`src/rtl/normalize_round_seq.sv`:
```
// normalize_round_seq
//   Normalizes an accumulated two's-complement aligned sum back to the packed
//   sign / exponent / 3-bit mantissa result format ({leading one, f1, f0}).
//   Rounding is round-to-nearest-even. The left shift runs one bit per cycle.
//   Overflow saturates the result and raises o_ovf. Underflow flushes the
//   result to zero and raises o_unf.
//
// Ports
//   i_clk, i_rst : clock, synchronous active-high reset
//   i_valid      : i_sum / i_max_exp valid
//   o_ready      : block can accept (IDLE only)
//   i_sum        : W-bit two's-complement aligned sum
//   i_max_exp    : unsigned exponent carried by bit LD_POS of i_sum
//   o_valid      : result valid, held until accepted
//   i_ready      : downstream accepts result
//   o_sign, o_exp, o_mant, o_ovf, o_unf : result fields and flags
//   dbg_state    : current FSM state (IDLE=0 ABS=1 SHIFT=2 ROUND=3 OUT=4)
//
// Handshake: a transfer happens on a rising edge where valid && ready are
// both high. The sender holds its data stable while valid=1 and ready=0.
// Here o_ready is high only in IDLE. o_valid is high only in OUT. The two
// phases never overlap, so only one operation is in flight.
module normalize_round_seq #(
  parameter int W      = 15,
  parameter int LD_POS = 13
) (
  input  logic         i_clk,
  input  logic         i_rst,
  input  logic         i_valid,
  output logic         o_ready,
  input  logic [W-1:0] i_sum,
  input  logic [5:0]   i_max_exp,
  output logic         o_valid,
  input  logic         i_ready,
  output logic         o_sign,
  output logic [5:0]   o_exp,
  output logic [2:0]   o_mant,
  output logic         o_ovf,
  output logic         o_unf,
  output logic [2:0]   dbg_state
);

  typedef enum logic [2:0] {
    S_IDLE  = 3'd0,
    S_ABS   = 3'd1,
    S_SHIFT = 3'd2,
    S_ROUND = 3'd3,
    S_OUT   = 3'd4
  } state_t;

  localparam int CW = $clog2(W + 1);
  localparam logic signed [7:0] OFFS = 8'(W - 1 - LD_POS);
  localparam logic [W-1:0] ONE = W'(1);

  state_t state, state_nx;

  logic [W-1:0]  sum_q;
  logic [5:0]    exp_q;
  logic [W-1:0]  mag_q;
  logic [CW-1:0] c_q;

  // Magnitude of the latched sum. The most negative input wraps to 2^(W-1),
  // which is still the correct unsigned magnitude.
  logic [W-1:0] mag_abs;
  logic [W-1:0] mag_shl;
  assign mag_abs = sum_q[W-1] ? ((~sum_q) + ONE) : sum_q;
  assign mag_shl = mag_q << 1;

  // Rounding / exponent path, evaluated from the normalized magnitude in ROUND.
  logic [2:0]        keep;
  logic              guard, sticky, round_up, carry;
  logic [3:0]        keep_inc;
  logic [2:0]        mant_r;
  logic signed [7:0] e_base, e_fin;

  always_comb begin
    keep     = mag_q[W-1 -: 3];
    guard    = mag_q[W-4];
    sticky   = |mag_q[W-5:0];
    round_up = guard & (sticky | keep[0]);
    keep_inc = {1'b0, keep} + 4'd1;
    carry    = round_up & keep_inc[3];
    if (carry)         mant_r = 3'b100;
    else if (round_up) mant_r = keep_inc[2:0];
    else               mant_r = keep;
    // 8-bit signed, so the full range of max_exp, offset and shift count never wraps.
    e_base = $signed({2'b00, exp_q}) + OFFS - $signed(8'(c_q));
    e_fin  = e_base + (carry ? 8'sd1 : 8'sd0);
  end

  // FSM: state register
  always_ff @(posedge i_clk) begin
    if (i_rst) state <= S_IDLE;
    else       state <= state_nx;
  end

  // FSM: next state
  always_comb begin
    state_nx = state;
    case (state)
      S_IDLE:  if (i_valid) state_nx = S_ABS;
      S_ABS: begin
        if (mag_abs == '0)    state_nx = S_OUT;
        else if (mag_abs[W-1]) state_nx = S_ROUND;
        else                   state_nx = S_SHIFT;
      end
      S_SHIFT: if (mag_shl[W-1]) state_nx = S_ROUND;
      S_ROUND: state_nx = S_OUT;
      S_OUT:   if (i_ready) state_nx = S_IDLE;
      default: state_nx = S_IDLE;
    endcase
  end

  // FSM: outputs
  always_comb begin
    o_ready   = (state == S_IDLE);
    o_valid   = (state == S_OUT);
    dbg_state = state;
  end

  // Datapath and result registers
  always_ff @(posedge i_clk) begin
    if (i_rst) begin
      sum_q  <= '0;
      exp_q  <= '0;
      mag_q  <= '0;
      c_q    <= '0;
      o_sign <= 1'b0;
      o_exp  <= '0;
      o_mant <= '0;
      o_ovf  <= 1'b0;
      o_unf  <= 1'b0;
    end else begin
      case (state)
        S_IDLE: begin
          if (i_valid) begin
            sum_q <= i_sum;
            exp_q <= i_max_exp;
          end
        end
        S_ABS: begin
          mag_q <= mag_abs;
          c_q   <= '0;
          if (mag_abs == '0) begin
            o_sign <= 1'b0;
            o_exp  <= '0;
            o_mant <= '0;
            o_ovf  <= 1'b0;
            o_unf  <= 1'b0;
          end else begin
            o_sign <= sum_q[W-1];
          end
        end
        S_SHIFT: begin
          mag_q <= mag_shl;
          c_q   <= c_q + CW'(1);
        end
        S_ROUND: begin
          if (e_fin > 8'sd63) begin
            o_exp  <= 6'd63;
            o_mant <= 3'b111;
            o_ovf  <= 1'b1;
            o_unf  <= 1'b0;
          end else if (e_fin < 8'sd1) begin
            o_sign <= 1'b0;
            o_exp  <= '0;
            o_mant <= '0;
            o_ovf  <= 1'b0;
            o_unf  <= 1'b1;
          end else begin
            o_exp  <= e_fin[5:0];
            o_mant <= mant_r;
            o_ovf  <= 1'b0;
            o_unf  <= 1'b0;
          end
        end
        default: ;
      endcase
    end
  end

endmodule

```
`config.mk`:
```
export PLATFORM = sky130hd
export DESIGN_NAME = normalize_round_seq
export DESIGN_NICKNAME = d
export VERILOG_FILES = /design/src/rtl/normalize_round_seq.sv
export SDC_FILE = /design/constraint.sdc
export NUM_CORES = 1
export LEC_CHECK = 0
export CORE_UTILIZATION = 40
export DETAILED_ROUTE_END_ITERATION = 8
export GPL_TIMING_DRIVEN = 0
export PLACE_DENSITY = 0.7
export SYNTH_ARGS = -nofsm -noshare
export SYNTH_HDL_FRONTEND = slang
export SYNTH_SLANG_ARGS = --single-unit
```
`constraint.sdc`:
```
create_clock -name i_clk -period 6.34 [get_ports i_clk]
set_input_delay 0.951 -clock i_clk [delete_from_list [all_inputs] [get_ports i_clk]]
set_output_delay 0.951 -clock i_clk [all_outputs]
set_load 0.01 [all_outputs]
```
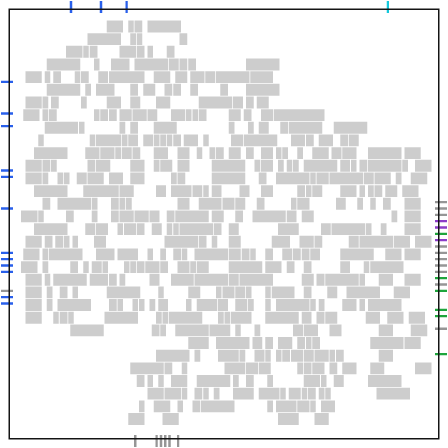
pins.png
Pins as bars across the die edge, other pins in grey.
legend:
  blue:
    port: `i_sum`
    pins: 15
    direction: input
    edge: 12 left, 3 top
  cyan:
    port: `i_clk`
    pins: 1
    direction: input
    edge: top
  green:
    port: `o_exp`
    pins: 6
    direction: output
    edge: right
  purple:
    port: `o_mant`
    pins: 3
    direction: output
    edge: right
all pins by edge: 19 right, 13 left, 6 bottom, 4 top
die span in y: 91.9 um
horizontal die size: 91.9 um
Port Buffer Count: 41

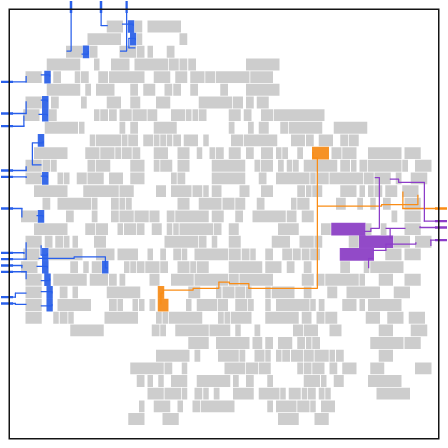
port_nets.png
legend:
  orange:
    port: `i_valid`
    bits: 1
    direction: input
    end_cells: 3
    buffers: 1
    wire: 105 um
  purple:
    port: `o_mant`
    bits: 3
    direction: output
    end_cells: 3
    buffers: 3
    wire: 61.1 um
  blue:
    port: `i_sum`
    bits: 15
    direction: input
    end_cells: 15
    buffers: 15
    wire: 132 um
I/O pin count: 42

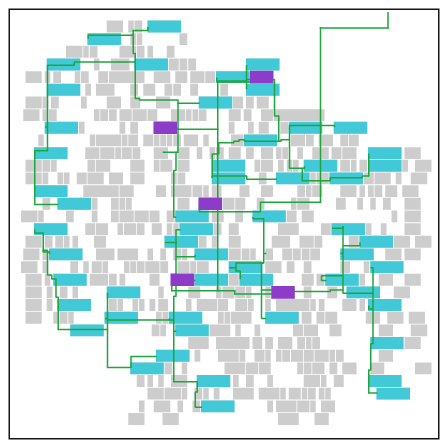
clock_map.png
legend:
  purple:
    item: cells driving clock nets
    count: 5
  cyan:
    item: flip-flops
    count: 55
  green:
    item: clock wires
    length: 698 um
routed clock nets: 6
flops lie: spread over the die
part of the power in the clock network: 0.254
clock skew after layout: 0.00269 ns
Clk power: 0.000239 W
clock latency reported for the late side of the worst-skew pair: 0.32 ns

==> run summary <==
Update from the flow run.

The internal power component is 0.000611 W. The clock root buffer master is clkbuf_8. At floorplan, the net count of the design was reported as 452. For this block, the routed nets add up to 7.81 mm of wire. The accumulated negative setup slack is 0 ns. The global-route met2 utilization is 0.318. The die covers 0.00845 mm2. dfxtp_1 takes more of the synthesized area than any other cell. The slowest stage of the critical path belongs to the cell dfxtp_1. In this run the worst path has a maximum fanout of 9. The share of Yosys cell area claimed by the top area cell type is 0.340. The clock passes through at most 2 buffers. The count of clock tree sinks is 55. The floorplan step records an initial core utilization of 0.417. After the flow finishes, the layout carries non-filler instances totaling 564. The post-placement cell count is 556. Checking max transition, the worst relative margin is 0.320.

On the critical path the largest part of the delay comes from adder cells. Post-route period utilization is reported as 0.501. The power dissipated in sequential cells is 0.000390 W. The endpoint arrival time on the critical path is 3.40 ns. Per the TritonCTS log, the buffer count is 5.

The flow ran to the end, and the final reports show no timing, DRC or antenna violations. The top cell type by instance count after synthesis is nand2_1. Hold timing on the final database bottoms out at a slack of 0.462 ns.

In this run, post-CTS repair resized a total of 0 instances. The worst setup margin is 3.16 ns. The starting DRC count in detailed routing is 174. In the routed design, unresolved DRC markers number 0. The first-pass iteration count of the detailed router is 4. The largest vdd supply drop is 0.0000993 V.

The number of buffers added for setup after CTS is 0. The number of different library cells used by synthesis comes to 56. The number of antenna diodes in the final layout is 0. The switching power of the nets is 0.000327 W. The highest clock rate this design can be run at is 0.315 GHz. After filler insertion, the fill cell instance count of the layout stands at 768. Setup repair after global routing left no endpoint under its margin. The max capacitance violation total is 0.

The post-placement cell area is 0.00377 mm2. The final power report lists total power as 0.000938 W. The routed via count is 3,098. The synthesis-to-layout area growth is 20.1%. The core region is 0.00777 mm2. The yosys cell count is 413.

The number of antenna violations at the first check in global routing is 0. In this run the critical path is formed by nand4_1, fa_1, inv_1, ha_1, inv_1, fa_1, nor2b_1, o21a_1, nor3b_1, a31oi_1, nor3_1, a31o_1. The layout report lists the combined flip-flop and latch area as 0.00110 mm2. The critical path endpoint has a required time of 6.56 ns. The synthesis log from Yosys contains 0 warnings. The worst setup path is launched from a flip-flop. The synthesized netlist occupies a cell area of 0.00324 mm2. Post-synth the commonest register cell is dfxtp_1. The number of levels in the clock H-tree is 2. The final timing report lists a hold violation count of 0. The combinational share of power is 0.330. Pins over their slew limit in the final report were tallied at 0.

For this run, the slowest stage of the critical path takes 0.48 ns. The worst path needs 3.18 ns of the cycle, external delays included. Of the cells placed in the final design, the portion with a size suffix greater than 1 is 0.0455. Looking at the max-slew report, the worst-margin pin has a slew of 1.02 ns. The mean instance size in the synthesized netlist is 7.83 um2. After synthesis, the share of flip-flops with an asynchronous set or reset is 0.

Synthesis produced 413 cells. Recorded from the global router log, the overflow total was 0. The power report attributes to the sequential group a share of 0.416. For this run, the post-layout net count is 500. By area the synthesized netlist is led by dfxtp_1 (34%), nand2_1 (8.1%), a21oi_1 (7.3%). Of the total power, the share spent switching nets is 0.349. The number of core rows is 32. Clock-pin slew was measured on the worst setup and hold paths at 0.10 ns.

Sorting the synthesized cells by how often they occur yields nand2_1 (70), dfxtp_1 (55), a21oi_1 (47). The area used by multi-input combinational logic is 0.00193 mm2. The hold buffer count at CTS is 0. Power attributed to combinational cells is 0.000309 W. The global routing report lists combined usage of all routing layers as 0.196. Per the post-route antenna check, the number of violating nets is 0. Counting flops with a built-in enable in the synthesized netlist gives 0. The number of global-route vias before repair came to 2,790. The half-perimeter wire length after placement is 6.03 mm.

The average wire length per cell after detail routing is 13.8 um. Per the post-place timing report, worst setup slack is 3.23 ns. The CTS tree is built. The first global-routing pass estimated 13.4 mm of wire.

The leakage component of the power was reported as 1.36 nW. The busiest metal layer after global routing is met2. The cell area after layout is 0.00389 mm2.
-- layer usage --
metal	routed length, um	part of all wire
met5	0	0
met3	308	0.039
met1	3800	0.49
met2	3590	0.46
met4	104	0.013
-- placed cells by master, fill, tap and decap left out, types with 3 or more instances in the layout --
master and count:
a211oi_1 7, a21oi_1 47, a22oi_1 15, a31o_1 5, a31oi_1 9, buf_2 4, buf_6 3, clkbuf_1 21
clkbuf_8 5, clkdlybuf4s50_1 41, dfxtp_1 55, ha_1 12, inv_1 17, mux2i_1 4, nand2_1 70, nand2b_1 11
nand3_1 7, nand4_1 5, nor2_1 22, nor3_1 13, nor3b_1 5, nor4_1 5, o211ai_1 4, o21ai_0 9
o22ai_1 4, o32ai_1 3, or3_1 5, xnor2_1 11, xor2_1 3
-- worst paths after layout --
check                           slack [ns]  startpoint       end  cells past startpoint
worst max-delay path                  3.16   mag_q[12]     o_unf                     12
worst min-delay path                  0.46    exp_q[1]  exp_q[1]                      2
worst max register to register        3.16   mag_q[12]     o_unf                     12
worst min register to register        0.46    exp_q[1]  exp_q[1]                      2
-- cell families (layout without fill, tap and decap cells) --
group,after synthesis,in the layout,share of synthesized area
xor gates and xnor gates,14,14,0.0379
AOI/OAI and AO/OA,116,116,0.227
muxes,5,5,0.0159
buffers and inverters,47,96,0.0630
DFF,55,55,0.340
adders and majority gates,14,14,0.0588
and+or+nand+nor,162,162,0.257
-- layout make-up --
cell class | instances | area share
buffer | 30 | 0.0361
clock buffer | 5 | 0.0177
clock inverter | 3 | 0.0113
inverter | 17 | 0.0164
multi-input combinational | 311 | 0.497
sequential | 55 | 0.283
tap | 102 | 0.0328
timing repair buffer | 41 | 0.106
No activity file was given, so power comes from the tool's default toggle rates.
